<file path="config.mk">
export PLATFORM = sky130hd
export DESIGN_NAME = alu_result_serializer
export DESIGN_NICKNAME = d
export VERILOG_FILES = /design/src/rtl/alu_result_serializer_pkg.sv /design/src/rtl/alu_result_serializer.sv
export SDC_FILE = /design/constraint.sdc
export NUM_CORES = 1
export LEC_CHECK = 0
export ABC_AREA = 0
export ABC_CLOCK_PERIOD_IN_PS = 2500
export CAP_MARGIN = 15
export CORE_MARGIN = 4
export CORE_UTILIZATION = 55
export CTS_CLUSTER_SIZE = 10
export DETAILED_ROUTE_END_ITERATION = 6
export MAX_ROUTING_LAYER = met4
export PLACE_DENSITY_LB_ADDON = 0.05
export SLEW_MARGIN = 20
export SYNTH_ARGS = -nofsm -noshare
export SYNTH_HDL_FRONTEND = slang
export SYNTH_SLANG_ARGS = --single-unit
</file>
<file path="constraint.sdc">
create_clock -name CLK -period 2.5 [get_ports CLK]
set_input_delay 0.375 -clock CLK [delete_from_list [all_inputs] [get_ports CLK]]
set_output_delay 0.375 -clock CLK [all_outputs]
set_load 0.01 [all_outputs]
</file>
<file path="src/rtl/alu_result_serializer_pkg.sv">
// Shared definitions for the ALU result serializer: FSM state encoding and default widths.
package alu_result_serializer_pkg;

  localparam int DEF_BYTE_WIDTH = 8;
  localparam int DEF_RES_WIDTH  = 2 * DEF_BYTE_WIDTH;

  typedef enum logic [1:0] {
    IDLE    = 2'd0,
    SEND_LO = 2'd1,
    SEND_HI = 2'd2,
    SEND_CS = 2'd3
  } state_t;

endpackage

</file>
<file path="src/rtl/alu_result_serializer.sv">
// Serializes 16-bit ALU results into a low-byte-first valid/ready byte stream with one pending slot.
// Optional checksum byte (low XOR high) appended when RESULT_CHECKSUM_EN is defined.
//
// state   | meaning
// IDLE    | nothing in flight, TX_VALID low
// SEND_LO | presenting low byte of active result
// SEND_HI | presenting high byte of active result
// SEND_CS | presenting checksum byte (RESULT_CHECKSUM_EN only)
module alu_result_serializer
  import alu_result_serializer_pkg::*;
#(
  parameter int RES_WIDTH  = DEF_RES_WIDTH,
  parameter int BYTE_WIDTH = DEF_BYTE_WIDTH
) (
  input  logic                  CLK,
  input  logic                  RST,
  input  logic [RES_WIDTH-1:0]  ALU_OUT,
  input  logic                  ALU_VALID,
  output logic [BYTE_WIDTH-1:0] TX_DATA,
  output logic                  TX_VALID,
  input  logic                  TX_READY,
  output logic                  BUSY,
  output logic                  OVERRUN
);

`ifdef RESULT_CHECKSUM_EN
  localparam state_t LAST_ST = SEND_CS;
`else
  localparam state_t LAST_ST = SEND_HI;
`endif

  state_t                state, state_nxt;
  logic [RES_WIDTH-1:0]  active, active_nxt;
  logic [RES_WIDTH-1:0]  pend, pend_nxt;
  logic                  pend_vld, pend_vld_nxt;
  logic [BYTE_WIDTH-1:0] tx_data_nxt;
  logic                  tx_valid_nxt;
  logic                  ovr_nxt;
  logic                  xfer;
  logic                  frame_end;

  assign xfer      = TX_VALID & TX_READY;
  assign frame_end = xfer && (state == LAST_ST);
  assign BUSY      = (state != IDLE) | pend_vld;

  always_comb begin
    state_nxt    = state;
    active_nxt   = active;
    pend_nxt     = pend;
    pend_vld_nxt = pend_vld;
    ovr_nxt      = 1'b0;

    if (state == IDLE) begin
      if (ALU_VALID) begin
        active_nxt = ALU_OUT;
        state_nxt  = SEND_LO;
      end
    end else if (frame_end) begin
      // Chain straight into the next frame so TX_VALID never bubbles.
      if (pend_vld) begin
        active_nxt = pend;
        state_nxt  = SEND_LO;
        if (ALU_VALID) pend_nxt = ALU_OUT;
        else           pend_vld_nxt = 1'b0;
      end else if (ALU_VALID) begin
        active_nxt = ALU_OUT;
        state_nxt  = SEND_LO;
      end else begin
        state_nxt = IDLE;
      end
    end else begin
      if (xfer && state == SEND_LO) state_nxt = SEND_HI;
`ifdef RESULT_CHECKSUM_EN
      else if (xfer && state == SEND_HI) state_nxt = SEND_CS;
`endif
      if (ALU_VALID) begin
        if (!pend_vld) begin
          pend_nxt     = ALU_OUT;
          pend_vld_nxt = 1'b1;
        end else begin
          ovr_nxt = 1'b1;
        end
      end
    end
  end

  // Output byte is derived from the next state so it is registered alongside it.
  always_comb begin
    tx_valid_nxt = (state_nxt != IDLE);
    case (state_nxt)
      SEND_LO: tx_data_nxt = active_nxt[BYTE_WIDTH-1:0];
      SEND_HI: tx_data_nxt = active_nxt[RES_WIDTH-1:BYTE_WIDTH];
`ifdef RESULT_CHECKSUM_EN
      SEND_CS: tx_data_nxt = active_nxt[BYTE_WIDTH-1:0] ^ active_nxt[RES_WIDTH-1:BYTE_WIDTH];
`endif
      default: tx_data_nxt = '0;
    endcase
  end

  always_ff @(posedge CLK or posedge RST) begin
    if (RST) begin
      state    <= IDLE;
      active   <= '0;
      pend     <= '0;
      pend_vld <= 1'b0;
      TX_DATA  <= '0;
      TX_VALID <= 1'b0;
      OVERRUN  <= 1'b0;
    end else begin
      state    <= state_nxt;
      active   <= active_nxt;
      pend     <= pend_nxt;
      pend_vld <= pend_vld_nxt;
      TX_DATA  <= tx_data_nxt;
      TX_VALID <= tx_valid_nxt;
      OVERRUN  <= ovr_nxt;
    end
  end

endmodule

</file>
### Metal 1

Scale bar: 20 µm. Supply wires on this layer in grey.
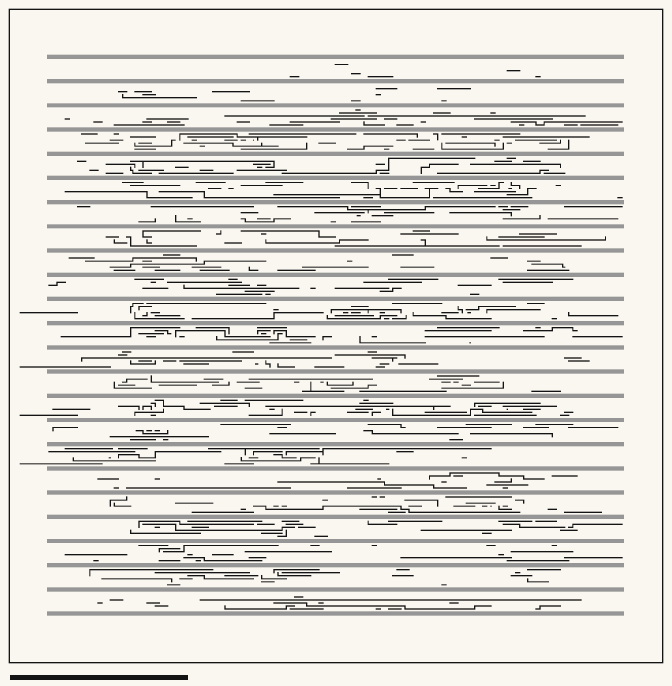
nets with wire on the layer = 204
main direction = horizontal
longest straight run = 42.8 µm
wire length on this layer = 2170 µm
Detailed Route WL: 5.01 mm
met1 GRT Util: 27.8%
vias: 1530

### Metal 2

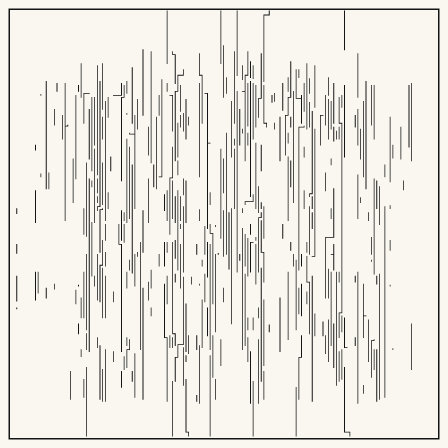
longest straight run = 32.6 µm
main direction = vertical
wire length on this layer = 2450 µm
nets with wire on the layer = 207
share of all routed wire = 49%

### The metal 3 layer

Scale bar: 20 µm.
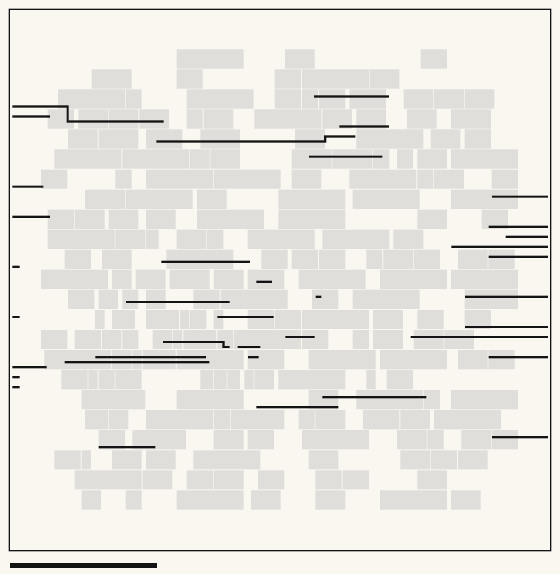
longest straight run = 22.8 µm
nets with wire on the layer = 30
wire length on this layer = 311 µm
share of all routed wire = 6.2%
main direction = horizontal

### Gate families picked out

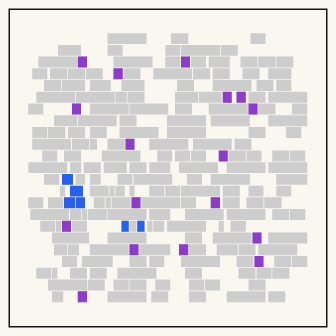
AND and OR gates -> purple  # cells 17
inverting AOI/OAI gates -> blue  # cells 6, most used o21ai_0, where west

report_power, final:
part / leakage, nW / internal (mW) / switching (mW)
Sequential: 0.528 / 1.06 / 0.210
Combinational: 0.584 / 0.867 / 0.673
Clock: 0.0450 / 0.194 / 0.246
worst max-delay path, cell delays in order:
cell,delay [ns]
clkdlybuf4s50_1,0.50
a21boi_1,0.09
a31oi_1,0.28
a2bb2oi_1,0.17
ha_1,0.34
nor2b_1,0.44
a32o_1,0.22
logic make-up after synthesis:
family / Yosys count / synth area share [%]
XOR/XNOR: 1 / 0.374
multiplexers: 49 / 24.8
adder cells (fa/ha/maj): 3 / 1.60
flip-flops: 45 / 48.1
AND-OR/OR-AND: 30 / 13.6
AND/OR/NAND/NOR: 24 / 7.15
buffers and inverters: 18 / 4.48
sequential cells by signal, indices dropped and copies added (netlist names):
name,count
pend,16
OVERRUN,1
active,16
TX_VALID,1
state,2
pend_vld,1
TX_DATA,8
final cells by class:
class	count	area [µm²]
clock buffer	6	72.6
tap	50	62.6
sequential	45	1130
fill	280	1280
inverter	6	22.5
clock inverter	2	10.0
multi-input combinational	107	1110
timing repair buffer	38	373
layer usage:
| layer | GRT usage [%] | part of all wire, % | vias to the layer above |
|---|---|---|---|
| met5 | - | 0 | - |
| met4 | 9.02 | 1.6 | 0 |
| met3 | 5.20 | 6.2 | 9 |
| met2 | 32.7 | 49 | 50 |
| met1 | 27.8 | 43 | 767 |
| li1 | - | - | 704 |
==> reports/results.tsv <==
metric	value	unit
Fmax	461	MHz
Tmin final	2.17	ns
floorplan net count	193	
max_cap viols	0	
HPWL after DPL	3.41	mm
final hold violations	0	
antenna viol nets, final	0	
Final Skew	0.00859	ns
Max Fanout on Critical Path	8	
core area	0.00406	mm²
Chip Height	73.3	µm
Main area contributors	dfrtp_1, mux2_2, o221a_2, mux2_4, mux2_1	
placed inst area	0.00270	mm²
Reg2Reg Depth	3	
Top cell excl fill/tap	dfrtp_1	
Post-synth seq share	48.1	%
Reg2Reg Setup Slack	0.38	ns
largest net degree at the start of global routing	46	
period utilization	86.8	%
number of cells in Yosys stat	170	
Post-CTS Setup Inserts	0	
Setup-failing EPs final	0	
reg2reg end	pend[15]	
layout cell share with drive strength beyond 1	39.7	%
IO Port Bufs	30	
I/O pin total	31	
top cells by count, synth	dfrtp_1, mux2_2, o221a_2	
clock slew at reported path FFs	0.09	ns
vias per cell	6.02	
hold path depth	1	
CP Capture Type	register	
DRT iter0 DRCs	101	
gr ovfl total	0	
Worst-Margin Slew	0.595	ns
FP Core Util	57.8	%
dpl cells	246	
Final Instance Area	0.00278	mm²
Rel. slew slack	60.3	%
CP Launch Point	TX_READY	
CTS-repair resized insts	0	
Synth flops	45	
drt pass-1 iters	4	
Die X	73.3	µm
async set-reset flop share out of synthesis	100	%
clock sink count	45	
CP startpoint kind	input port	
H-tree depth	2	
Top FF cell, synth	dfrtp_1	
Post-Syn Area	0.00234	mm²
outcome	completed	
Power and IR drop assume default switching activity.
